**config.mk**
```make
export PLATFORM = sky130hd
export DESIGN_NAME = led_pattern_engine
export DESIGN_NICKNAME = d
export VERILOG_FILES = /design/src/rtl/led_pattern_engine.sv
export SDC_FILE = /design/constraint.sdc
export NUM_CORES = 1
export LEC_CHECK = 0
export ABC_AREA = 1
export CORE_AREA = 2 2 95 97
export CTS_BUF_LIST = sky130_fd_sc_hd__clkbuf_4 sky130_fd_sc_hd__clkbuf_8 sky130_fd_sc_hd__clkbuf_16
export DETAILED_ROUTE_END_ITERATION = 12
export DIE_AREA = 0 0 97 99
export GPL_ROUTABILITY_DRIVEN = 0
export PLACE_DENSITY = 0.7
export SYNTH_ARGS = -nofsm -noshare
export SYNTH_HDL_FRONTEND = slang
export SYNTH_SLANG_ARGS = --single-unit
```
**constraint.sdc**
```tcl
create_clock -name clk -period 2.29 [get_ports clk]
set_clock_uncertainty 0.1 [all_clocks]
set_input_delay 0.458 -clock clk [delete_from_list [all_inputs] [get_ports clk]]
set_output_delay 0.458 -clock clk [all_outputs]
set_load 0.05 [all_outputs]
```
**src/rtl/led_pattern_engine.sv**
```systemverilog
// led_pattern_engine: button-driven LED pattern generator (rotate, bounce, fill, hold).
// Ports: clk/rst_n (async active-low); key_mode, key_dir raw buttons (1 = pressed);
//        leds = pattern drive (polarity per ACTIVE_LOW); mode (0..3) and dir registered.
module led_pattern_engine #(
  parameter int LED_WIDTH       = 8,
  parameter int TICK_DIV        = 12_500_000,
  parameter int DEBOUNCE_CYCLES = 250_000,
  parameter bit ACTIVE_LOW      = 1'b1
) (
  input  logic                 clk,
  input  logic                 rst_n,
  input  logic                 key_mode,
  input  logic                 key_dir,
  output logic [LED_WIDTH-1:0] leds,
  output logic [1:0]           mode,
  output logic                 dir
);

  localparam int TW = (TICK_DIV > 1) ? $clog2(TICK_DIV) : 1;
  localparam int DW = (DEBOUNCE_CYCLES > 1) ? $clog2(DEBOUNCE_CYCLES) : 1;
  localparam int K_MODE = 0;
  localparam int K_DIR  = 1;

  localparam logic [LED_WIDTH-1:0] LSB_ONE = {{(LED_WIDTH-1){1'b0}}, 1'b1};
  localparam logic [LED_WIDTH-1:0] MSB_ONE = {1'b1, {(LED_WIDTH-1){1'b0}}};

  typedef enum logic [1:0] {
    M_ROTATE = 2'd0,
    M_BOUNCE = 2'd1,
    M_FILL   = 2'd2,
    M_HOLD   = 2'd3
  } mode_t;

  // ---------------------------------------------------------------
  // Key conditioning: 2-flop sync, counter debounce, press pulse
  // ---------------------------------------------------------------
  logic [1:0]    keys;
  logic [1:0]    sync1;
  logic [1:0]    sync2;
  logic [1:0]    deb;
  logic [1:0]    press;
  logic [DW-1:0] db_cnt [2];

  assign keys = {key_dir, key_mode};

  always_ff @(posedge clk or negedge rst_n) begin
    if (!rst_n) begin
      sync1 <= '0;
      sync2 <= '0;
      deb   <= '0;
      press <= '0;
      for (int k = 0; k < 2; k++) db_cnt[k] <= '0;
    end else begin
      sync1 <= keys;
      sync2 <= sync1;
      press <= '0;
      for (int k = 0; k < 2; k++) begin
        if (sync2[k] == deb[k]) begin
          db_cnt[k] <= '0;
        end else if (db_cnt[k] == DW'(DEBOUNCE_CYCLES - 1)) begin
          // Level accepted on the DEBOUNCE_CYCLES-th differing sample;
          // the press pulse is raised in the same cycle as a 0->1 acceptance.
          db_cnt[k] <= '0;
          deb[k]    <= sync2[k];
          press[k]  <= sync2[k];
        end else begin
          db_cnt[k] <= db_cnt[k] + DW'(1);
        end
      end
    end
  end

  // ---------------------------------------------------------------
  // Pattern state machine
  // ---------------------------------------------------------------
  mode_t                mode_q, mode_d;
  logic                 dir_q, dir_d;
  logic [LED_WIDTH-1:0] p_q, p_d;
  logic [TW-1:0]        tick_q, tick_d;
  logic                 strobe;
  logic                 new_dir;
  logic                 bdir;
  logic [LED_WIDTH-1:0] rot_up;
  logic [LED_WIDTH-1:0] rot_dn;

  assign strobe  = (tick_q == TW'(TICK_DIV - 1));
  assign new_dir = dir_q ^ press[K_DIR];
  assign rot_up  = {p_q[LED_WIDTH-2:0], p_q[LED_WIDTH-1]};
  assign rot_dn  = {p_q[0], p_q[LED_WIDTH-1:1]};

  always_ff @(posedge clk or negedge rst_n) begin
    if (!rst_n) begin
      mode_q <= M_ROTATE;
      dir_q  <= 1'b0;
      p_q    <= LSB_ONE;
      tick_q <= '0;
    end else begin
      mode_q <= mode_d;
      dir_q  <= dir_d;
      p_q    <= p_d;
      tick_q <= tick_d;
    end
  end

  always_comb begin
    mode_d = mode_q;
    dir_d  = new_dir;
    p_d    = p_q;
    tick_d = strobe ? '0 : tick_q + TW'(1);
    bdir   = new_dir;

    if (press[K_MODE]) begin
      // A mode press overrides any step in the same cycle.
      mode_d = mode_t'(mode_q + 2'd1);
      tick_d = '0;
      case (mode_d)
        M_ROTATE, M_BOUNCE: p_d = new_dir ? MSB_ONE : LSB_ONE;
        M_FILL:             p_d = '0;
        default:            p_d = p_q;
      endcase
    end else if (strobe) begin
      case (mode_q)
        M_ROTATE: p_d = new_dir ? rot_dn : rot_up;
        M_BOUNCE: begin
          // End reversal only when no dir press competes this cycle.
          if (!press[K_DIR]) begin
            if (!dir_q && p_q[LED_WIDTH-1])
              bdir = 1'b1;
            else if (dir_q && p_q[0])
              bdir = 1'b0;
          end
          dir_d = bdir;
          p_d   = bdir ? rot_dn : rot_up;
        end
        M_FILL: begin
          if (&p_q)
            p_d = '0;
          else if (new_dir)
            p_d = {1'b1, p_q[LED_WIDTH-1:1]};
          else
            p_d = {p_q[LED_WIDTH-2:0], 1'b1};
        end
        default: p_d = p_q;
      endcase
    end
  end

  assign leds = ACTIVE_LOW ? ~p_q : p_q;
  assign mode = mode_q;
  assign dir  = dir_q;

endmodule

```
Sequential cells colored by netlist name:
(4 px per um) Other sequential cells in the stronger gray, the rest of the logic in the fainter gray.
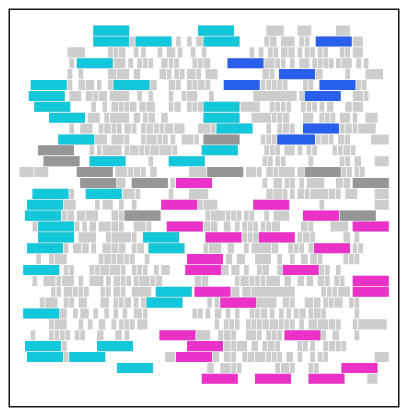
legend:
  blue:
    signal: p_q
    flops: 8
    where: top right
  magenta:
    signal: tick_q
    flops: 24
  cyan:
    signal: db_cnt
    flops: 36
not colored: 11
final core occ: 59.9%
P_seq: 1.42 mW

Congestion heat map:
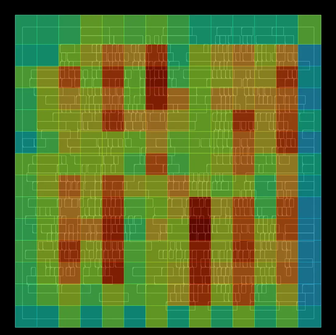
grt met2 use: 35.2%
gr busiest metal: met2
WL/cell: 12.8 um

==> flow_summary.ini <==
; physical design summary
[layout]
drive_above_1_share_pct = 5.25
logic_area_um2 = 2250
ff_latch_area_um2 = 1980
lay_top_count = nand2_1
fin_area_um2 = 5120

[global_route]
grt.overflow.total = 0
grt_start_max_net_pins = 35
grt_pass1_wl_um = 17200

[synth]
synthCells = 637
syn-cell-area_um2 = 4590
flop_cell = dfrtp_1
syn_nets = 647
synthArstFlopShare_pct = 100
synth-simple-area-share_pct = 35.8

[placed_design]
dpl.hpwl_um = 7290

[route]
drt_iter0_drc = 246

[job]
warnings = 28

[outcome]
run_status = finished, final reports clean

[final_timing]
tns_ns = 0
slew_headroom_pct = 66.3

[cts]
h-tree-depth = 3

[floorplanning]
fp.dieW_um = 97
chip_area_um2 = 9600

[hold_path]
min_path_type = register to register
A small window of the routed layout:
Region (36, 37) to (61, 62) um. Cells in gray, sequential cells in the stronger gray; small squares are vias.
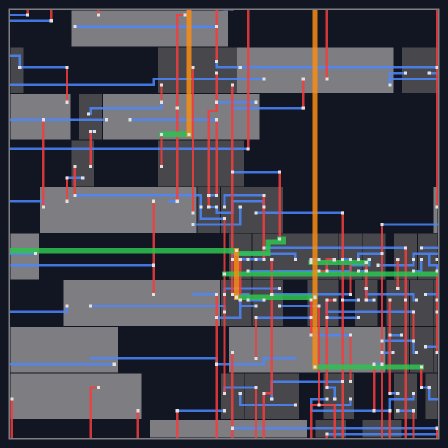
legend:
  red:
    layer: met2
  orange:
    layer: met4
  green:
    layer: met3
  blue:
    layer: met1
netlist names of flops here include: tick_q (4), db_cnt (3)
sequential cells in the window: 8
cells with their middle in the window: 34
most frequent: dfrtp_1 (8), nor2_1 (7), inv_1 (5)

[cell usage after synthesis, types with 3 or more instances]
| master | instances | area, um^2 |
|---|---|---|
| o21ai_0 | 19 | 95.1 |
| nor2_2 | 3 | 18.8 |
| nor3_1 | 23 | 115 |
| nor3b_1 | 3 | 22.5 |
| xor2_1 | 20 | 175 |
| nand4_1 | 22 | 138 |
| nand3_2 | 4 | 40.0 |
| nor4_1 | 3 | 18.8 |
| o211ai_1 | 9 | 67.6 |
| buf_2 | 4 | 20.0 |
| ha_1 | 6 | 75.1 |
| inv_1 | 90 | 338 |
| nor2_1 | 109 | 409 |
| a21oi_1 | 16 | 80.1 |
| xnor2_1 | 5 | 43.8 |
| dfrtp_1 | 78 | 1950 |
| nand3_1 | 38 | 190 |
| nand2_1 | 164 | 616 |
[worst max-delay path, stage by stage, from the launching register on]
cell and delay, ns:
dfrtp_1 0.44, inv_1 0.10, clkdlybuf4s50_1 0.80
[timing repair]
action,in CTS,in global routing
pin swaps,0,0
hold buffers,1,0
endpoints found under the setup margin,1,4
endpoints found under the hold margin,31,0
gates resized,1,4
[metrics by stage]
step	hold slack (ns)	cells	util (%)	power (mW)
finish	0.256	775	59.9	2.63
CTS	0.261	775	59.7	2.66
detailed placement	0.243	759	57.1	1.52
floorplan	0.0624	637	-	1.47
global placement	0.233	759	57.1	1.51
global route	0.264	775	59.9	2.74
[power by group]
group          internal, mW  switching [mW]  leakage (nW)
sequential             1.41          0.0109          1.07
clock                 0.647           0.493         0.113
combinational        0.0207          0.0491          1.21
[layer usage]
layer	up-vias	part of all wire, %	GRT usage (%)
met2	99	47	35.2
met3	16	4.7	2.55
met4	0	1.3	6.93
li1	2084	-	-
met5	-	0	0
met1	1931	47	30.4
[sequential cells by signal, summed over array words and instances, names as in the netlist]
| name | count |
|---|---|
| press | 2 |
| sync1 | 2 |
| deb | 2 |
| dir | 1 |
| mode | 2 |
| p_q | 8 |
| db_cnt | 36 |
| tick_q | 24 |
| sync2 | 2 |
[final cells by class]
class | count | share of cell area, %
inverters | 91 | 6.67
well taps | 108 | 2.64
clock buffers | 11 | 2.84
clock inverters | 4 | 1.37
flip-flops and latches | 79 | 38.6
multi-input cells | 463 | 44.0
repair buffers | 19 | 3.89
[kinds of logic (layout without fill, tap and decap cells)]
kind of cell / count (synthesis) / after routing
compound gates: 54 / 54
xor+xnor: 25 / 25
fa+ha+maj: 6 / 6
buf+inv: 95 / 125
flops: 79 / 79
simple gates: 378 / 378
[path summary, 6_finish.rpt]
check	end	slack [ns]	cells past startpoint
worst max register to register	db_cnt[12]	0.31	8
worst min-delay path	sync2[1]	0.26	0
worst max-delay path	leds[5]	0.05	2
min in group asynchronous	tick_q[20]	0.49	2
worst min register to register	sync2[1]	0.26	0
max in group asynchronous	db_cnt[12]	1.02	3
No activity file was given, so power comes from the tool's default toggle rates.
